Run 1, power grid:
Pins as bars on the die edge. Tap cells in grey.
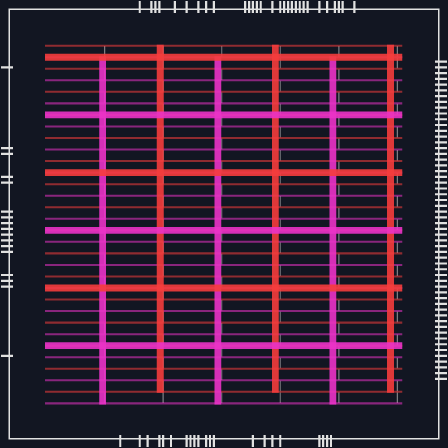
Run 1, sequential cells grouped by signal name:
Other sequential cells in the stronger grey, the rest of the logic in the fainter grey.
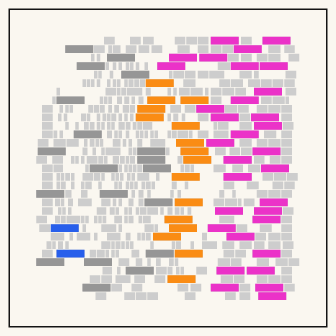
Run 1, routed clock nets over the placement:
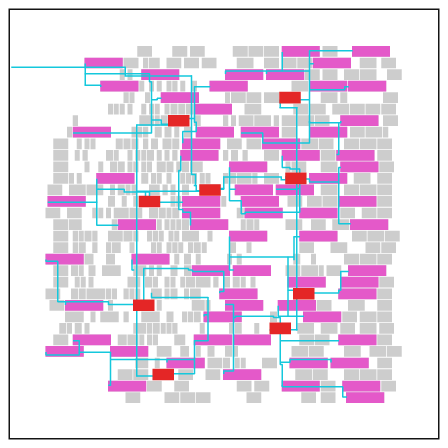
Run 1, track usage over the die:
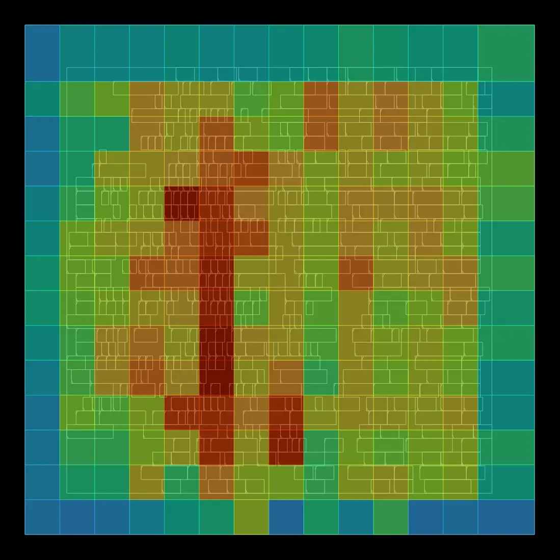
==> src/rtl/inst_fetch_if.sv <==
// Instruction-fetch bus bundle: the program-memory read port and the IR port toward execute.
// The master modport is the fetch side; the slave modport is the memory/execute side.
interface inst_fetch_if #(
    parameter int ADDR_W = 16,
    parameter int INST_W = 32
);
    logic              imem_req;
    logic [ADDR_W-1:0] imem_addr;
    logic              imem_ack;
    logic [INST_W-1:0] imem_rdata;
    logic [INST_W-1:0] ir;
    logic              ir_valid;
    logic              ir_ready;
    logic              jump_en;
    logic [ADDR_W-1:0] jump_addr;
    logic [ADDR_W-1:0] pc;

    modport master (
        output imem_req, imem_addr, ir, ir_valid, pc,
        input  imem_ack, imem_rdata, ir_ready, jump_en, jump_addr
    );

    modport slave (
        input  imem_req, imem_addr, ir, ir_valid, pc,
        output imem_ack, imem_rdata, ir_ready, jump_en, jump_addr
    );
endinterface

==> src/rtl/inst_fetch.sv <==
// Instruction fetch stage: PC, req/ack program-memory reads, IR handoff, jump/halt handling.
// Optional illegal-opcode trap enabled by defining FETCH_ILLEGAL_TRAP_EN.
module inst_fetch #(
    parameter int                ADDR_W    = 16,
    parameter int                INST_W    = 32,
    parameter logic [ADDR_W-1:0] RESET_PC  = '0,
    parameter int                LAST_OPER = 20
) (
    input  logic                clk,
    input  logic                sys_rst,
    input  logic                start,
    input  logic                halt_req,
    inst_fetch_if.master        bus,
    output logic                busy,
    output logic                illegal_op
);
    typedef enum logic [1:0] {S_IDLE, S_FETCH, S_HOLD, S_HALT} state_t;

    state_t            r_state;
    logic [ADDR_W-1:0] r_fetch_pc;
    logic              r_imem_req;
    logic [INST_W-1:0] r_ir;
    logic              r_ir_valid;
    logic [ADDR_W-1:0] r_pc;
    logic              r_busy;
    logic              r_illegal_op;
    logic              w_illegal;

`ifdef FETCH_ILLEGAL_TRAP_EN
    localparam logic [4:0] LAST_OPER_C = 5'(LAST_OPER);
    assign w_illegal = (bus.imem_rdata[31:27] > LAST_OPER_C);
`else
    assign w_illegal = 1'b0;
`endif

    // imem_addr is the fetch PC itself, so it cannot drift while a request is outstanding.
    assign bus.imem_req  = r_imem_req;
    assign bus.imem_addr = r_fetch_pc;
    assign bus.ir        = r_ir;
    assign bus.ir_valid  = r_ir_valid;
    assign bus.pc        = r_pc;
    assign busy          = r_busy;
    assign illegal_op    = r_illegal_op;

    // NOTE: all state uses non-blocking assignments so every register samples pre-edge values.
    always_ff @(posedge clk or negedge sys_rst) begin
        if (!sys_rst) begin
            r_state      <= S_IDLE;
            r_fetch_pc   <= RESET_PC;
            r_imem_req   <= 1'b0;
            r_ir         <= '0;
            r_ir_valid   <= 1'b0;
            r_pc         <= '0;
            r_busy       <= 1'b0;
            r_illegal_op <= 1'b0;
        end else begin
            case (r_state)
                S_IDLE: begin
                    if (start) begin
                        r_state      <= S_FETCH;
                        r_fetch_pc   <= RESET_PC;
                        r_imem_req   <= 1'b1;
                        r_busy       <= 1'b1;
                        r_illegal_op <= 1'b0;
                    end
                end
                S_FETCH: begin
                    if (bus.imem_ack) begin
                        r_ir       <= bus.imem_rdata;
                        r_pc       <= r_fetch_pc;
                        r_fetch_pc <= r_fetch_pc + ADDR_W'(1);
                        r_imem_req <= 1'b0;
                        if (w_illegal) begin
                            r_illegal_op <= 1'b1;
                            r_busy       <= 1'b0;
                            r_state      <= S_HALT;
                        end else begin
                            r_ir_valid <= 1'b1;
                            r_state    <= S_HOLD;
                        end
                    end
                end
                S_HOLD: begin
                    if (bus.ir_ready) begin
                        r_ir_valid <= 1'b0;
                        if (bus.jump_en) begin
                            r_fetch_pc <= bus.jump_addr;
                        end
                        if (halt_req) begin
                            r_busy  <= 1'b0;
                            r_state <= S_HALT;
                        end else begin
                            r_imem_req <= 1'b1;
                            r_state    <= S_FETCH;
                        end
                    end
                end
                S_HALT: begin
                    if (start) begin
                        r_state      <= S_FETCH;
                        r_imem_req   <= 1'b1;
                        r_busy       <= 1'b1;
                        r_illegal_op <= 1'b0;
                    end
                end
                default: r_state <= S_IDLE;
            endcase
        end
    end
endmodule

==> src/flat_wrapper.sv <==
// flat-port wrapper written by rule: the top's interface ports become plain ports
module inst_fetch_flat 
#(
    parameter int                ADDR_W    = 16,
    parameter int                INST_W    = 32,
    parameter logic [ADDR_W-1:0] RESET_PC  = '0,
    parameter int                LAST_OPER = 20
)
  (clk, sys_rst, start, halt_req, busy, illegal_op, bus_imem_req, bus_imem_addr, bus_ir, bus_ir_valid, bus_pc, bus_imem_ack, bus_imem_rdata, bus_ir_ready, bus_jump_en, bus_jump_addr);
  inst_fetch_if #(.ADDR_W(ADDR_W), .INST_W(INST_W)) bus_i ();
  input  logic clk;
  input  logic sys_rst;
  input  logic start;
  input  logic halt_req;
  output logic busy;
  output logic illegal_op;
  output wire logic [$bits(bus_i.imem_req)-1:0] bus_imem_req;
  output wire logic [$bits(bus_i.imem_addr)-1:0] bus_imem_addr;
  output wire logic [$bits(bus_i.ir)-1:0] bus_ir;
  output wire logic [$bits(bus_i.ir_valid)-1:0] bus_ir_valid;
  output wire logic [$bits(bus_i.pc)-1:0] bus_pc;
  input wire logic [$bits(bus_i.imem_ack)-1:0] bus_imem_ack;
  input wire logic [$bits(bus_i.imem_rdata)-1:0] bus_imem_rdata;
  input wire logic [$bits(bus_i.ir_ready)-1:0] bus_ir_ready;
  input wire logic [$bits(bus_i.jump_en)-1:0] bus_jump_en;
  input wire logic [$bits(bus_i.jump_addr)-1:0] bus_jump_addr;
  assign bus_imem_req = bus_i.imem_req;
  assign bus_imem_addr = bus_i.imem_addr;
  assign bus_ir = bus_i.ir;
  assign bus_ir_valid = bus_i.ir_valid;
  assign bus_pc = bus_i.pc;
  assign bus_i.imem_ack = bus_imem_ack;
  assign bus_i.imem_rdata = bus_imem_rdata;
  assign bus_i.ir_ready = bus_ir_ready;
  assign bus_i.jump_en = bus_jump_en;
  assign bus_i.jump_addr = bus_jump_addr;
  inst_fetch #(.ADDR_W(ADDR_W), .INST_W(INST_W), .RESET_PC(RESET_PC), .LAST_OPER(LAST_OPER)) u_core (.clk(clk), .sys_rst(sys_rst), .start(start), .halt_req(halt_req), .bus(bus_i), .busy(busy), .illegal_op(illegal_op));
endmodule
==> config.mk <==
export PLATFORM = sky130hd
export DESIGN_NAME = inst_fetch_flat
export DESIGN_NICKNAME = d
export VERILOG_FILES = /design/src/rtl/inst_fetch_if.sv /design/src/rtl/inst_fetch.sv /design/src/flat_wrapper.sv
export SDC_FILE = /design/constraint.sdc
export NUM_CORES = 1
export LEC_CHECK = 0
export ABC_AREA = 1
export CAP_MARGIN = 20
export CORE_MARGIN = 8
export CORE_UTILIZATION = 45
export DETAILED_ROUTE_END_ITERATION = 12
export GPL_ROUTABILITY_DRIVEN = 0
export GPL_TIMING_DRIVEN = 0
export PLACE_DENSITY_LB_ADDON = 0.2
export RECOVER_POWER = 50
export SLEW_MARGIN = 20
export SYNTH_ARGS = -nofsm -noshare
export SYNTH_HDL_FRONTEND = slang
export SYNTH_SLANG_ARGS = --single-unit
==> constraint.sdc <==
create_clock -name clk -period 3.7 [get_ports clk]
set_input_delay 0.555 -clock clk [delete_from_list [all_inputs] [get_ports clk]]
set_output_delay 0.555 -clock clk [all_outputs]
set_load 0.02 [all_outputs]
==> out/results.tsv, run 1 <==
stage	metric	value	unit
run_status	outcome	complete, no violations	
critical_path	slowest_stage	clkbuf_2	
power	p_per_area	880	mW/mm2
sta	slew_viol_final	0	
cts	htree_levels	3	
yosys	yosys_cells	345	
yosys	async_flop_share	1.00	
sta	fmax	458	MHz
grt	grt_pass1_wl	14.2	mm
routing	drt-total-wl	9.02	mm
finish	layout.nets	538	
routing	firstDrtPassIters	4	
critical_path	reg2reg_slack	1.53	ns
grt	grt_max_degree	46	
critical_path	criticalPathCategory	input port to asynchronous set/reset pin	
routing	vias	2857	
yosys	topCellsByArea	dfrtp_1 53%, mux2_2 12%, nand2_1 11%	
sta	holdWs	0.451	ns
finish	antennaDiodeCount	0	
yosys	numSynthFlops	69	
yosys	edf_count	0	
min_path	holdCritPathClass	input port to asynchronous set/reset pin	
finish	stdcell_count	582	
finish	area_growth	45.6	%
finish	mostFrequentLayoutCells	120 x clkdlybuf4s50_1, 98 x nand2_1, 69 x dfrtp_1	
critical_path	critical_path.top_delay_family	buffers and inverters	
finish	mostFrequentLayoutCell	clkdlybuf4s50_1	
sta	rsz0062_at_grt	no	
critical_path	path_max_fanout	45	
run	warning_count	29	
yosys	postSynthSeqShare	0.532	
floorplanning	rows	31	
cts	clk_transition_reported_paths	0.08	ns
sta	setup_viol	0	
routing	vias_per_cell	4.91	
cts	cts_root_buffer	clkbuf_8	
finish	drive_above_1_share	0.135	
power	finalPower	4.15	mW
yosys	fp_nets	405	
sta	min_period_over_period	0.591	
About 'power grid':
VSS -> magenta
VDD -> red
tap cells = 99
met1 rails = 32
met5 straps = 6
core area: 0.00710 mm2
Die W: 101 um
Peak VDD IR: 0.445 mV
Die Ht: 101 um

About 'sequential cells grouped by signal name':
u_core.bus.ir -> magenta  # placed flops 32, where a column on the right
u_core.bus.pc -> orange  # placed flops 16
u_core.r_state -> blue  # placed flops 2
not coloured = 19
P_seq: 1.33 mW
Storage cell area: 0.00173 mm2
final core occ: 0.665
Seq/total area: 0.366

About 'routed clock nets over the placement':
clock wires -> cyan  # length 943 um
cells driving clock nets -> red  # count 9
flip-flops -> magenta  # count 69
routed clock nets = 10
clock skew: 0.00787 ns
clock-net power: 543 uW
worst-skew pair later-pin latency: 0.35 ns

About 'track usage over the die':
M2 GR Usage: 0.305
gr usage total: 0.180

run 1: cell type report:
class / instances / area, um2
buffer: 13 / 61.3
clock buffer: 10 / 128
clock inverter: 6 / 38.8
fill: 608 / 2380
inverter: 32 / 123
multi-input combinational: 231 / 1310
sequential: 69 / 1730
tap: 99 / 124
timing repair buffer: 122 / 1210
run 1: where the power goes:
group	leakage (nW)	internal [mW]	switching (mW)
Sequential	0.872	1.10	0.222
Clock	0.0824	0.242	0.301
Combinational	1.13	1.04	1.24
Total	2.09	2.39	1.77
run 1: per-layer routing:
metal	track usage	up-vias	share of wire
met4	0.0802	0	0.023
met3	0.0483	17	0.080
met2	0.305	114	0.47
met5	0	-	0
li1	-	1388	-
met1	0.208	1338	0.42
run 1: final timing paths:
kind	cells after the start	to	startpoint
worst min register to register	2	u_core.bus.pc[14]	u_core.bus.pc[14]
worst max register to register	5	u_core.bus.ir[1]	u_core.r_state[0]
min in group clk	2	u_core.bus.pc[14]	u_core.bus.pc[14]
worst max-delay path	2	u_core.r_state[1]	sys_rst
worst min-delay path	1	u_core.bus.ir[14]	sys_rst
max in group clk	5	u_core.bus.ir[1]	u_core.r_state[0]
run 1: logic make-up (layout without fill, tap and decap cells):
group	after synthesis	count (layout)	synth area share
AND-OR/OR-AND	50	50	0.0891
multiplexers	34	34	0.118
buffers and inverters	45	183	0.0617
flip-flops	69	69	0.532
other	1	1	0.00116
adder cells (fa/ha/maj)	5	5	0.0193
AND/OR/NAND/NOR	141	141	0.178
run 1: state kept, by name, indices dropped and copies added, names as in the netlist:
signal,count
u_core.bus.ir_valid,1
u_core.bus.pc,16
u_core.bus.ir,32
u_core.r_state,2
u_core.bus.imem_addr,16
u_core.busy,1
u_core.bus.imem_req,1
Run 1, cell classes on the final placement:
Bar = 20 um.
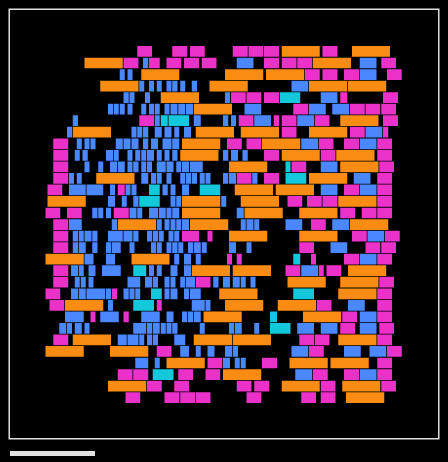

==> run 1 -> run 2 <==
CORE_UTILIZATION = 44   (was 45)
clock period = 2.11 ns   (was 3.7 ns; I/O delays follow)
Run 2, cell classes on the final placement:
Bar = 20 um.
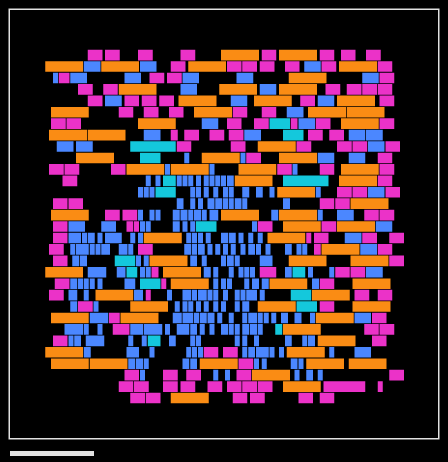
all other logic -> blue  # cells 263, share of their area 31%
other buffers and delay cells -> magenta  # cells 136, share of their area 28%
flip-flops -> orange  # cells 69, share of their area 37%
clock drivers and dummy loads -> cyan  # cells 16, share of their area 4.7%
Design Area, Final: 0.00483 mm2
core area: 0.00721 mm2
final core occ: 0.669
Seq/total area: 0.358
row cnt: 31

Run 2, track usage over the die:
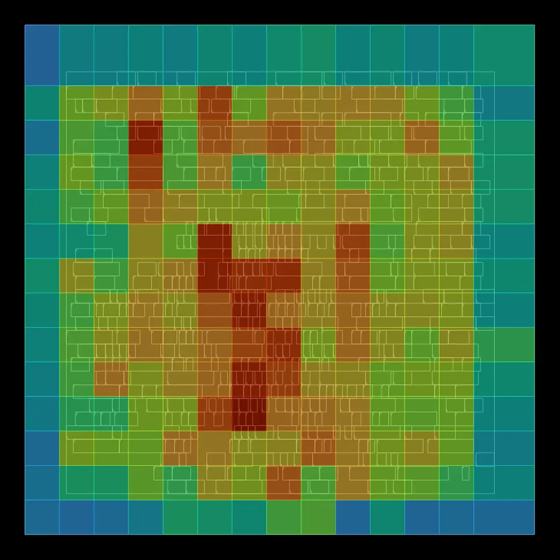
M1 GR Usage: 0.226
GRT met3 Usage: 0.0511
gr usage total: 0.183
WL/cell: 15.9 um
M2 GR Usage: 0.301

==> run 2 against run 1 <==
Synthesized cell count did not move. Clock power is 120% higher. Sequential power is 74% higher. Sequential share of layout area is 0.82 points lower. Die size grew 1.9%. Via count increased by 2.0%. Synthesized area did not move. Clock skew down 0.0012 ns. Cell count increased by 0.17%. Utilization grew 0.44 points.
==> out/results.tsv, run 2 <==
stage	metric	value	unit	change
sta	min_period_over_period	0.896		
floorplanning	die-width	102	um	+0.95%
min_path	holdCritPathClass	flop to flop		
power	power_switching	3.10	mW	+76%
routing	vias_per_cell	5.00		+1.8%
yosys	numSynthFlops	69		unchanged
sta	fmax	529	MHz	
grt	grt_max_degree	49		+6.5%
power	clkPwrFrac	0.162		+0.031
power	peakVddDrop	0.876	mV	+97%
sta	rsz0062_at_grt	no		
yosys	edf_count	0		unchanged
grt	grt_pass1_wl	14.9	mm	+4.5%
yosys	async_flop_share	1.00		unchanged
power	maxPowerGroup	combinational cells		
cts	htree_levels	3		unchanged
yosys	postSynthSeqShare	0.532		unchanged
power	seq_power_share	0.310		-0.009
critical_path	path_max_fanout	10		-78%
finish	area_growth	48.9	%	
finish	mostFrequentLayoutCell	nand2_1		
run_status	outcome	complete, no violations		
critical_path	critical_path.top_delay_family	buffers and inverters		
finish	stdcell_count	583		+0.17%
power	p_comb	3.95	mW	+72%
routing	drt-total-wl	9.27	mm	+2.8%
power	p_per_area	1550	mW/mm2	+76%
power	swShare	0.415		-0.0101
finish	mostFrequentLayoutCells	98 x nand2_1, 90 x clkdlybuf4s50_1, 69 x dfrtp_1		
finish	largest_reg_flops	32		unchanged
routing	firstDrtPassIters	5		+1
cts	clk_latency	0.34	ns	about the same
cts	cts_root_buffer	clkbuf_8		
sta	holdWs	0.482	ns	+0.0307 ns
sta	clock_skew	0.00664	ns	-0.00122 ns
run 2: cell types whose count changed in the layout (fill, tap and decap cells not counted), moves of 2 or more:
cell	delta
bufinv_16	+2
clkdlybuf4s50_1	-30
clkbuf_1	-8
buf_2	+4
dlygate4sd3_1	+31
clkinv_4	+2
clkinv_2	-2
run 2: logic make-up after synthesis:
logic type,synth area share
buffers and inverters,0.0617
DFF,0.532
muxes,0.118
and+or+nand+nor,0.178
AOI/OAI and AO/OA,0.0891
adders and majority gates,0.0193
other,0.00116
run 2: layer usage:
metal | GRT usage | routed length [um] | vias up
met5 | 0 | 0 | -
met4 | 0.0598 | 114 | 0
met3 | 0.0511 | 792 | 15
met1 | 0.226 | 3850 | 1379
li1 | - | - | 1393
met2 | 0.301 | 4520 | 127
run 2: final cells by class:
| class | count | share of cell area |
|---|---|---|
| Tap cell | 99 | 0.0256 |
| Clock buffer | 9 | 0.0256 |
| Sequential cell | 69 | 0.358 |
| Clock inverter | 7 | 0.0205 |
| Buffer | 13 | 0.0161 |
| Inverter | 32 | 0.0254 |
| Multi-Input combinational cell | 231 | 0.272 |
| Timing Repair Buffer | 123 | 0.257 |
run 2: path summary, 6_finish.rpt:
| path | from | endpoint | slack (ns) | cells after the start |
|---|---|---|---|---|
| max | u_core.r_state[0] | u_core.bus.ir[16] | 0.22 | 5 |
| max reg2reg | u_core.r_state[0] | u_core.bus.ir[16] | 0.22 | 5 |
| min reg2reg | u_core.bus.pc[15] | u_core.bus.pc[15] | 0.48 | 2 |
| min in group asynchronous | sys_rst | u_core.bus.imem_addr[5] | 0.82 | 2 |
| max in group asynchronous | sys_rst | u_core.bus.ir[9] | 0.43 | 3 |
| min | u_core.bus.pc[15] | u_core.bus.pc[15] | 0.48 | 2 |
Power figures rest on the tool's default switching activity, not on a simulated workload.
